File: src/rtl/tiny_alu_arbiter_if.sv
// Requester-side and ALU-side signals of the shared tiny ALU arbiter.
// slave = the arbiter, master = whatever drives requests and models the ALU.
interface tiny_alu_arbiter_if #(
    parameter int NUM_REQ         = 4,
    parameter int INPUT_DATA_BITS = 8,
    parameter int OPCODE_BITS     = 3
);
    logic [NUM_REQ-1:0]                         req_valid_i;
    logic [NUM_REQ-1:0][INPUT_DATA_BITS-1:0]    req_a_i;
    logic [NUM_REQ-1:0][INPUT_DATA_BITS-1:0]    req_b_i;
    logic [NUM_REQ-1:0][OPCODE_BITS-1:0]        req_opcode_i;
    logic [NUM_REQ-1:0]                         req_ready_o;
    logic [NUM_REQ-1:0]                         rsp_valid_o;
    logic [2*INPUT_DATA_BITS-1:0]               rsp_result_o;
    logic                                       rsp_err_o;
    logic [INPUT_DATA_BITS-1:0]                 alu_a_o;
    logic [INPUT_DATA_BITS-1:0]                 alu_b_o;
    logic [OPCODE_BITS-1:0]                     alu_opcode_o;
    logic                                       alu_start_o;
    logic [2*INPUT_DATA_BITS-1:0]               alu_result_i;
    logic                                       alu_done_i;
    logic                                       busy_o;

    modport slave (
        input  req_valid_i, req_a_i, req_b_i, req_opcode_i, alu_result_i, alu_done_i,
        output req_ready_o, rsp_valid_o, rsp_result_o, rsp_err_o,
               alu_a_o, alu_b_o, alu_opcode_o, alu_start_o, busy_o
    );

    modport master (
        output req_valid_i, req_a_i, req_b_i, req_opcode_i, alu_result_i, alu_done_i,
        input  req_ready_o, rsp_valid_o, rsp_result_o, rsp_err_o,
               alu_a_o, alu_b_o, alu_opcode_o, alu_start_o, busy_o
    );
endinterface

File: src/rtl/tiny_alu_arbiter.sv
// Round-robin arbiter sharing one multi-cycle ALU among NUM_REQ requesters,
// with a BUSY timeout and a one-cycle one-hot response pulse per operation.
module tiny_alu_arbiter #(
    parameter int NUM_REQ         = 4,
    parameter int INPUT_DATA_BITS = 8,
    parameter int OPCODE_BITS     = 3,
    parameter int TIMEOUT         = 16
) (
    input logic              clk_i,
    input logic              reset_i,
    tiny_alu_arbiter_if.slave bus
);
    localparam int IDX_W = (NUM_REQ > 1) ? $clog2(NUM_REQ) : 1;
    localparam int CNT_W = $clog2(TIMEOUT + 1);
    localparam int DW    = INPUT_DATA_BITS;

    typedef enum logic [1:0] {IDLE, BUSY, RESP} state_t;

    state_t                   state;
    logic [IDX_W-1:0]         rr_ptr;
    logic [IDX_W-1:0]         lat_idx;
    logic [DW-1:0]            lat_a;
    logic [DW-1:0]            lat_b;
    logic [OPCODE_BITS-1:0]   lat_op;
    logic [CNT_W-1:0]         tmo_cnt;
    logic [2*DW-1:0]          rsp_result;
    logic                     rsp_err;
    logic                     alu_start;
    logic [NUM_REQ-1:0]       rsp_vld;

    logic [IDX_W-1:0]         gnt_idx;
    logic [IDX_W-1:0]         cand;
    logic                     gnt_found;
    logic [OPCODE_BITS-1:0]   gnt_op;
    logic                     tmo_hit;
    logic                     rsp_fire;
    logic [IDX_W-1:0]         rsp_idx;
    logic [IDX_W-1:0]         rr_next;

    function automatic logic [IDX_W-1:0] wrap_idx(input logic [IDX_W-1:0] base, input int off);
        int s;
        s = int'(base) + off;
        if (s >= NUM_REQ) s -= NUM_REQ;
        return IDX_W'(s);
    endfunction

    // First valid requester at or above rr_ptr, wrapping around.
    always_comb begin
        gnt_found = 1'b0;
        gnt_idx   = '0;
        cand      = '0;
        for (int i = 0; i < NUM_REQ; i++) begin
            cand = wrap_idx(rr_ptr, i);
            if (!gnt_found && bus.req_valid_i[cand]) begin
                gnt_found = 1'b1;
                gnt_idx   = cand;
            end
        end
    end

    assign gnt_op  = bus.req_opcode_i[gnt_idx];
    assign tmo_hit = (tmo_cnt == CNT_W'(TIMEOUT - 1));
    assign rr_next = (lat_idx == IDX_W'(NUM_REQ - 1)) ? '0 : lat_idx + IDX_W'(1);

    // A no-op transfer responds straight from IDLE, before lat_idx is loaded.
    assign rsp_fire = ((state == IDLE) && gnt_found && (gnt_op == '0)) ||
                      ((state == BUSY) && (bus.alu_done_i || tmo_hit));
    assign rsp_idx  = (state == IDLE) ? gnt_idx : lat_idx;

    for (genvar g = 0; g < NUM_REQ; g++) begin : g_lane
        assign bus.req_ready_o[g] = (state == IDLE) && gnt_found && (gnt_idx == IDX_W'(g));

        always_ff @(posedge clk_i) begin
            if (reset_i) rsp_vld[g] <= 1'b0;
            else         rsp_vld[g] <= rsp_fire && (rsp_idx == IDX_W'(g));
        end
    end

    always_ff @(posedge clk_i) begin
        if (reset_i) begin
            state      <= IDLE;
            rr_ptr     <= '0;
            lat_idx    <= '0;
            lat_a      <= '0;
            lat_b      <= '0;
            lat_op     <= '0;
            tmo_cnt    <= '0;
            rsp_result <= '0;
            rsp_err    <= 1'b0;
            alu_start  <= 1'b0;
        end else begin
            case (state)
                IDLE: begin
                    tmo_cnt <= '0;
                    if (gnt_found) begin
                        lat_idx <= gnt_idx;
                        lat_a   <= bus.req_a_i[gnt_idx];
                        lat_b   <= bus.req_b_i[gnt_idx];
                        lat_op  <= gnt_op;
                        if (gnt_op != '0) begin
                            state     <= BUSY;
                            alu_start <= 1'b1;
                        end else begin
                            state      <= RESP;
                            rsp_result <= '0;
                            rsp_err    <= 1'b0;
                        end
                    end
                end
                BUSY: begin
                    // done has priority over an expiring counter
                    if (bus.alu_done_i) begin
                        state      <= RESP;
                        alu_start  <= 1'b0;
                        rsp_result <= bus.alu_result_i;
                        rsp_err    <= 1'b0;
                    end else if (tmo_hit) begin
                        state      <= RESP;
                        alu_start  <= 1'b0;
                        rsp_result <= '0;
                        rsp_err    <= 1'b1;
                    end else begin
                        tmo_cnt <= tmo_cnt + CNT_W'(1);
                    end
                end
                RESP: begin
                    state   <= IDLE;
                    rr_ptr  <= rr_next;
                    tmo_cnt <= '0;
                end
                default: state <= IDLE;
            endcase
        end
    end

    assign bus.rsp_valid_o  = rsp_vld;
    assign bus.rsp_result_o = rsp_result;
    assign bus.rsp_err_o    = rsp_err;
    assign bus.alu_a_o      = lat_a;
    assign bus.alu_b_o      = lat_b;
    assign bus.alu_opcode_o = lat_op;
    assign bus.alu_start_o  = alu_start;
    assign bus.busy_o       = (state != IDLE);

endmodule

File: src/flat_wrapper.sv
// flat-port wrapper written by rule: the top's interface ports become plain ports
module tiny_alu_arbiter_flat 
#(
    parameter int NUM_REQ         = 4,
    parameter int INPUT_DATA_BITS = 8,
    parameter int OPCODE_BITS     = 3,
    parameter int TIMEOUT         = 16
)
  (clk_i, reset_i, bus_req_valid_i, bus_req_a_i, bus_req_b_i, bus_req_opcode_i, bus_alu_result_i, bus_alu_done_i, bus_req_ready_o, bus_rsp_valid_o, bus_rsp_result_o, bus_rsp_err_o, bus_alu_a_o, bus_alu_b_o, bus_alu_opcode_o, bus_alu_start_o, bus_busy_o);
  tiny_alu_arbiter_if #(.NUM_REQ(NUM_REQ), .INPUT_DATA_BITS(INPUT_DATA_BITS), .OPCODE_BITS(OPCODE_BITS)) bus_i ();
  input logic clk_i;
  input logic reset_i;
  input wire logic [$bits(bus_i.req_valid_i)-1:0] bus_req_valid_i;
  input wire logic [$bits(bus_i.req_a_i)-1:0] bus_req_a_i;
  input wire logic [$bits(bus_i.req_b_i)-1:0] bus_req_b_i;
  input wire logic [$bits(bus_i.req_opcode_i)-1:0] bus_req_opcode_i;
  input wire logic [$bits(bus_i.alu_result_i)-1:0] bus_alu_result_i;
  input wire logic [$bits(bus_i.alu_done_i)-1:0] bus_alu_done_i;
  output wire logic [$bits(bus_i.req_ready_o)-1:0] bus_req_ready_o;
  output wire logic [$bits(bus_i.rsp_valid_o)-1:0] bus_rsp_valid_o;
  output wire logic [$bits(bus_i.rsp_result_o)-1:0] bus_rsp_result_o;
  output wire logic [$bits(bus_i.rsp_err_o)-1:0] bus_rsp_err_o;
  output wire logic [$bits(bus_i.alu_a_o)-1:0] bus_alu_a_o;
  output wire logic [$bits(bus_i.alu_b_o)-1:0] bus_alu_b_o;
  output wire logic [$bits(bus_i.alu_opcode_o)-1:0] bus_alu_opcode_o;
  output wire logic [$bits(bus_i.alu_start_o)-1:0] bus_alu_start_o;
  output wire logic [$bits(bus_i.busy_o)-1:0] bus_busy_o;
  assign bus_i.req_valid_i = bus_req_valid_i;
  assign bus_i.req_a_i = bus_req_a_i;
  assign bus_i.req_b_i = bus_req_b_i;
  assign bus_i.req_opcode_i = bus_req_opcode_i;
  assign bus_i.alu_result_i = bus_alu_result_i;
  assign bus_i.alu_done_i = bus_alu_done_i;
  assign bus_req_ready_o = bus_i.req_ready_o;
  assign bus_rsp_valid_o = bus_i.rsp_valid_o;
  assign bus_rsp_result_o = bus_i.rsp_result_o;
  assign bus_rsp_err_o = bus_i.rsp_err_o;
  assign bus_alu_a_o = bus_i.alu_a_o;
  assign bus_alu_b_o = bus_i.alu_b_o;
  assign bus_alu_opcode_o = bus_i.alu_opcode_o;
  assign bus_alu_start_o = bus_i.alu_start_o;
  assign bus_busy_o = bus_i.busy_o;
  tiny_alu_arbiter #(.NUM_REQ(NUM_REQ), .INPUT_DATA_BITS(INPUT_DATA_BITS), .OPCODE_BITS(OPCODE_BITS), .TIMEOUT(TIMEOUT)) u_core (.clk_i(clk_i), .reset_i(reset_i), .bus(bus_i));
endmodule
File: config.mk
export PLATFORM = sky130hd
export DESIGN_NAME = tiny_alu_arbiter_flat
export DESIGN_NICKNAME = d
export VERILOG_FILES = /design/src/rtl/tiny_alu_arbiter_if.sv /design/src/rtl/tiny_alu_arbiter.sv /design/src/flat_wrapper.sv
export SDC_FILE = /design/constraint.sdc
export NUM_CORES = 1
export LEC_CHECK = 0
export ABC_AREA = 0
export CORE_ASPECT_RATIO = 0.8
export CORE_MARGIN = 5
export CORE_UTILIZATION = 40
export CTS_CLUSTER_DIAMETER = 50
export DETAILED_ROUTE_END_ITERATION = 6
export GPL_TIMING_DRIVEN = 1
export PLACE_DENSITY = 0.81
export RECOVER_POWER = 50
export SYNTH_ARGS = -nofsm -noshare
export SYNTH_HDL_FRONTEND = slang
export SYNTH_SLANG_ARGS = --single-unit
File: constraint.sdc
create_clock -name clk_i -period 2.95 [get_ports clk_i]
set_input_delay 0.59 -clock clk_i [delete_from_list [all_inputs] [get_ports clk_i]]
set_output_delay 0.59 -clock clk_i [all_outputs]
set_load 0.03 [all_outputs]
==> flow_metrics.env, run 1 <==
# flow metrics
export IMPL_status="complete, no violations"
export IMPL_min_to="u_core.bus.alu_b_o[6]"
export IMPL_critical_path_depth=8
export IMPL_stdcell_count=556
export IMPL_met2_usage_pct=33.4
export IMPL_numSynthFlops=52
export IMPL_grt_pass1_vias=3057
export IMPL_skew_ps=7.41
export IMPL_clock_area_share_pct=1.95
export IMPL_power_switching_mw=0.772
export IMPL_synth_top_cell_by_area="dfxtp_1"
export IMPL_hold_viol_final=0
export IMPL_setup_violations=0
export IMPL_grt_antenna_before_repair=0
export IMPL_clk_latency_ps=310
export IMPL_place_gp_congestion=0.851
export IMPL_well_tap_count=87
export IMPL_ys_sh_aoi_pct=29.0
export IMPL_dieArea_sq_um=8640
export IMPL_lay_top_cells="98 x clkdlybuf4s50_1, 52 x dfxtp_1, 42 x dlygate4sd3_1"
export IMPL_synthCells=311
export IMPL_yosys_area_sq_um=2750
export IMPL_inverters=2
export IMPL_synth_adder_area_share_pct=1.36
export IMPL_arrival_ps=2300
export IMPL_top_power_group="combinational cells"
export IMPL_cp_required_ps=2360
export IMPL_largestClassByArea="buffers"
export IMPL_tns_ps=0
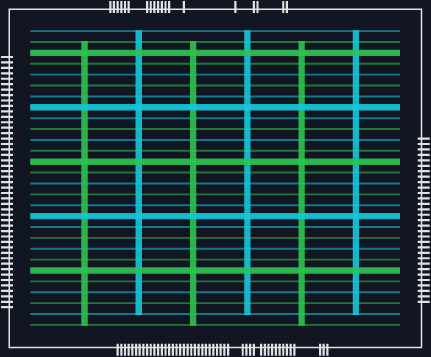
Run 1: floorplan with the power grid
Drawn at 4 px/micron. Pins as bars on the die edge.
net	color
VSS	green
VDD	cyan
met5 straps	5
met4 straps	6
met1 rails	28
signal pins	145
rows	27
Peak VDD IR: 300 uV
Die H: 84.2 microns

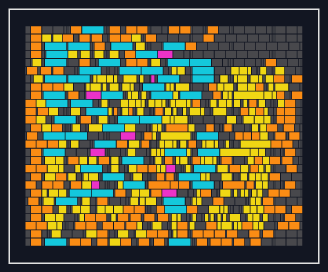
Run 1: placed cells, one color a class
Drawn at 3 px/micron. Fill, decap, tap and diode cells in gray.
class	color	cells	share of their area
flops	cyan	52	23%
other buffers and delay cells	orange	174	38%
combinational and other logic	yellow	235	37%
clock drivers and dummy loads	magenta	8	2.0%
FP Rows: 27
post-route cell area: 4550 sq um
final core occ: 67.0%
CORE AREA: 6790 sq um
flop share of the area: 22.9%

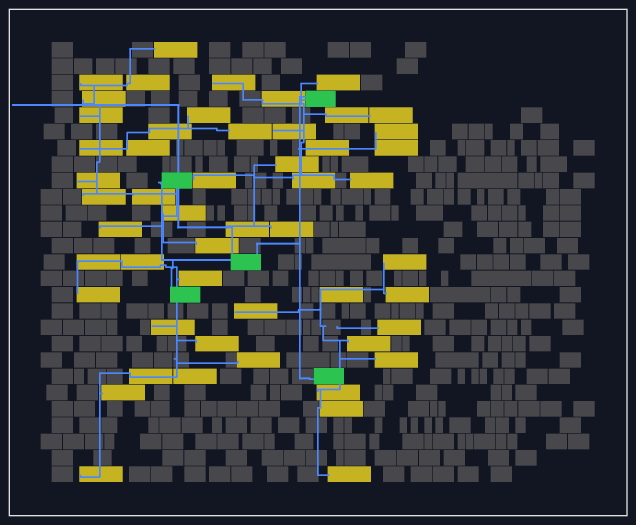
Run 1: clock wires, drivers and flops
Drawn at 6 px/micron.
[clock drivers] green | count: 5
[flip-flops] yellow | count: 52
[clock wires] blue | length: 594 microns
routed clock nets	6

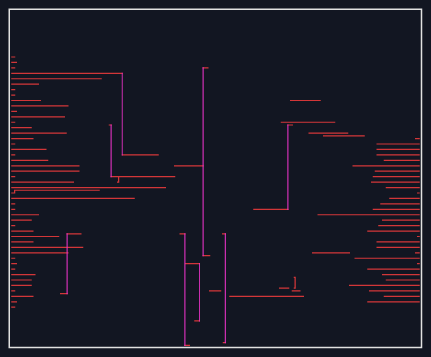
Run 1: wiring by layer
Drawn at 4 px/micron. Only two layers are drawn.
layer	color	wire length
metal 3	red	818 microns
metal 4	magenta	186 microns
GRT Resource Usage Total: 20.4%
wire per inst: 16.4 microns

Run 1, cell placement:
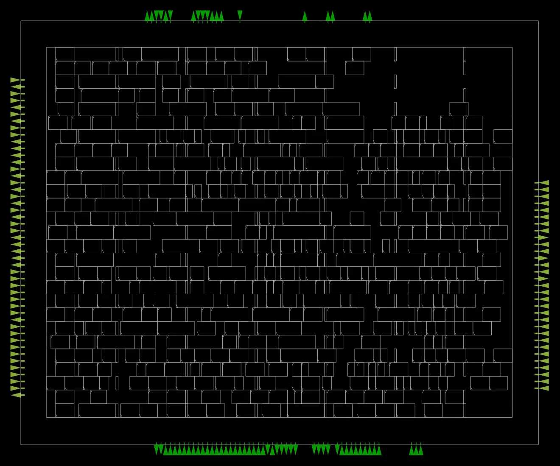

==> run 2, diff against run 1 <==
--- a/config.mk
+++ b/config.mk
@@ -5,14 +5,13 @@
 export SDC_FILE = /design/constraint.sdc
 export NUM_CORES = 1
 export LEC_CHECK = 0
-export ABC_AREA = 0
-export CORE_ASPECT_RATIO = 0.8
+export ABC_AREA = 1
 export CORE_MARGIN = 5
-export CORE_UTILIZATION = 40
+export CORE_UTILIZATION = 41
 export CTS_CLUSTER_DIAMETER = 50
 export DETAILED_ROUTE_END_ITERATION = 6
 export GPL_TIMING_DRIVEN = 1
-export PLACE_DENSITY = 0.81
+export PLACE_DENSITY = 0.8
 export RECOVER_POWER = 50
 export SYNTH_ARGS = -nofsm -noshare
 export SYNTH_HDL_FRONTEND = slang
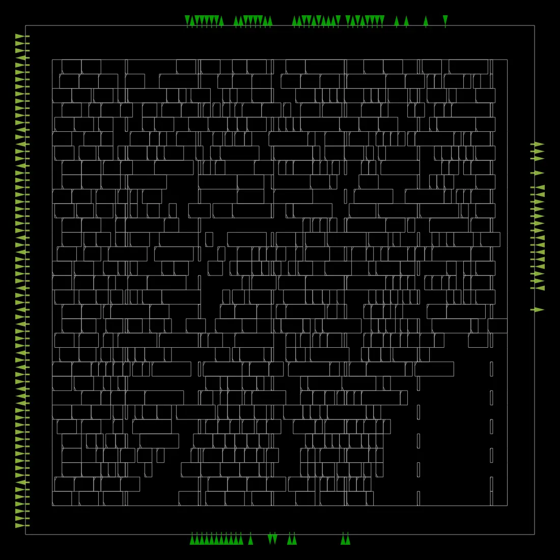
Run 2: cell placement
CORE AREA: 7250 sq um
flop share of the area: 21.7%
Filler Cells Inserted: 623

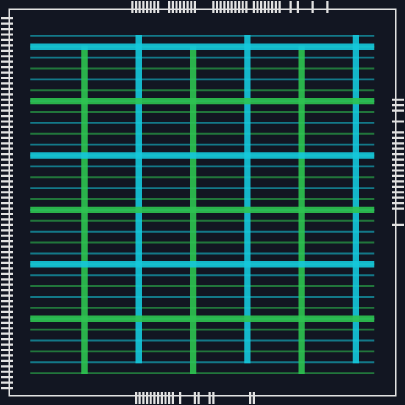
Run 2: floorplan with the power grid
Drawn at 4 px/micron. Pins as bars on the die edge.
net	color
VSS	green
VDD	cyan
met1 rails	32
rows	31
met4 straps	6

==> run 2 against run 1 <==
Register-to-register slack better by 100 ps. Sequential share of layout area shrank 1.2 points. Core utilization shrank 0.72 points. Combinational power grew to 4.4 times the previous value. Die size up 7.1%. Area after synthesis rose by 11%. Cell count increased by 24%.
==> flow_metrics.env, run 2 <==
# flow metrics
export IMPL_status="complete, no violations"
export IMPL_final_cell_area_sq_um=4810
export IMPL_ys_sh_aoi_pct=15.1
export IMPL_routed_wl_microns=9490
export IMPL_cts_htree_levels=2
export IMPL_clk_latency_ps=300
export IMPL_power_switching_mw=2.85
export IMPL_final_util_pct=66.3
export IMPL_synthDistinctLibCells=33
export IMPL_sequentialPowerShare_pct=18.7
export IMPL_dieArea_sq_um=9260
export IMPL_via_per_inst=5.05
export IMPL_largestClassByArea="multi-input combinational cells"
export IMPL_synth_area_per_cell_sq_um=6.97
export IMPL_met2_usage_pct=34.3
export IMPL_lay_top_cells="97 x clkdlybuf4s50_1, 93 x nand2_1, 72 x nor2_1"
export IMPL_routedWlPerCell_microns=13.8
export IMPL_power_total_mw=5.53
export IMPL_cp_required_ps=2360
export IMPL_num_rows=31
export IMPL_tns_ps=0
export IMPL_comb_cells=324
export IMPL_setup_violations=0
export IMPL_flops=52
export IMPL_num_vias=3466
export IMPL_hold_viol_final=0
export IMPL_grt_usage_pct=20.0
export IMPL_critical_path_depth=12
export IMPL_grt_antenna_before_repair=0
export IMPL_die_h_microns=96.2
export IMPL_cts_resized=2
export IMPL_clock_area_share_pct=2.03
export IMPL_well_tap_count=99
export IMPL_top_power_group="combinational cells"
export IMPL_min_to="u_core.bus.rsp_result_o[10]"
export IMPL_dp_hpwl_microns=7500
export IMPL_inverters=41
export IMPL_place_gp_congestion=0.911
export IMPL_skew_ps=6.20
export IMPL_arrival_ps=2220
export IMPL_yosys_area_sq_um=3050
export IMPL_grt_pass1_vias=3423
export IMPL_leakagePower_nw=2.14
export IMPL_slowest_stage="clkdlybuf4s50_1"
export IMPL_synth_adder_area_share_pct=1.23
export IMPL_numSynthFlops=52
==> run 3, diff against run 2 <==
--- a/config.mk
+++ b/config.mk
@@ -6,6 +6,7 @@
 export NUM_CORES = 1
 export LEC_CHECK = 0
 export ABC_AREA = 1
+export CAP_MARGIN = 20
 export CORE_MARGIN = 5
 export CORE_UTILIZATION = 41
 export CTS_CLUSTER_DIAMETER = 50
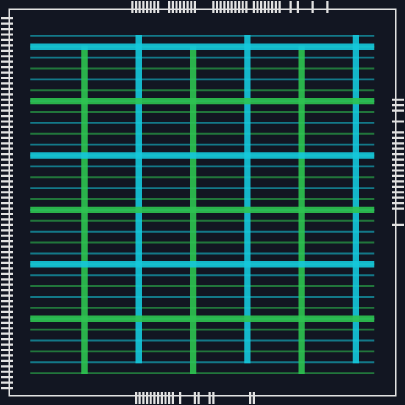
Run 3: floorplan with the power grid
Drawn at 4 px/micron. Pins as bars on the die edge.
net	color
VSS	green
VDD	cyan
signal pins	145
met5 straps	6

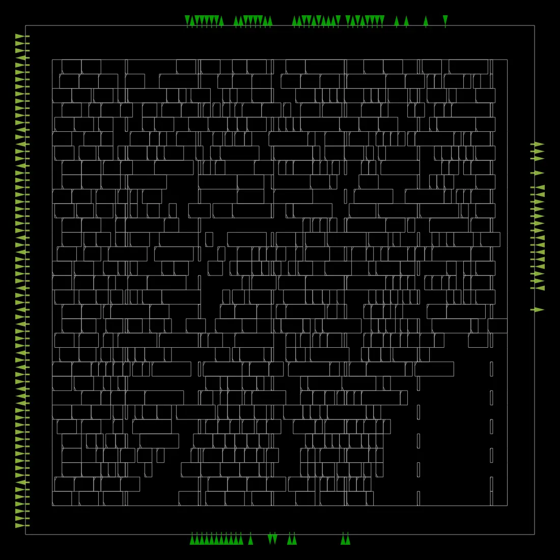
Run 3: cell placement
Seq cells: 52
n_taps: 99
Finished Layout Cells: 687
FP Rows: 31

==> run 3 against run 2 <==
Sequential power barely moved. Largest power group unchanged. Combinational power hardly changed. Core utilization unchanged. Worst setup slack stayed put.
==> flow_metrics.env, run 3 <==
# flow metrics
export IMPL_grt_pass1_vias=3423
export IMPL_synth_area_per_cell_sq_um=6.97
export IMPL_cp_required_ps=2360
export IMPL_grt_antenna_before_repair=0
export IMPL_arrival_ps=2220
export IMPL_hold_viol_final=0
export IMPL_leakagePower_nw=2.14
export IMPL_num_vias=3466
export IMPL_slowest_stage="clkdlybuf4s50_1"
export IMPL_final_util_pct=66.3
export IMPL_min_to="u_core.bus.rsp_result_o[10]"
export IMPL_comb_cells=324
export IMPL_synth_top_cell_by_area="dfxtp_1"
export IMPL_setup_violations=0
export IMPL_sh_seq_area_pct=21.7
export IMPL_routedWlPerCell_microns=13.8
export IMPL_place_gp_congestion=0.911
export IMPL_dieArea_sq_um=9260
export IMPL_skew_ps=6.20
export IMPL_synth_adder_area_share_pct=1.23
export IMPL_largestClassByArea="multi-input combinational cells"
export IMPL_top_power_group="combinational cells"
export IMPL_sequentialPowerShare_pct=18.7
export IMPL_n_fill_cell=623
export IMPL_tns_ps=0
export IMPL_ys_sh_aoi_pct=15.1
export IMPL_ir_drop_uv=712
export IMPL_status="complete, no violations"
export IMPL_core_area_sq_um=7250
export IMPL_cts_htree_levels=2
export IMPL_clk_latency_ps=300
export IMPL_met2_usage_pct=34.3
export IMPL_via_per_inst=5.05
Power and IR drop assume default switching activity.
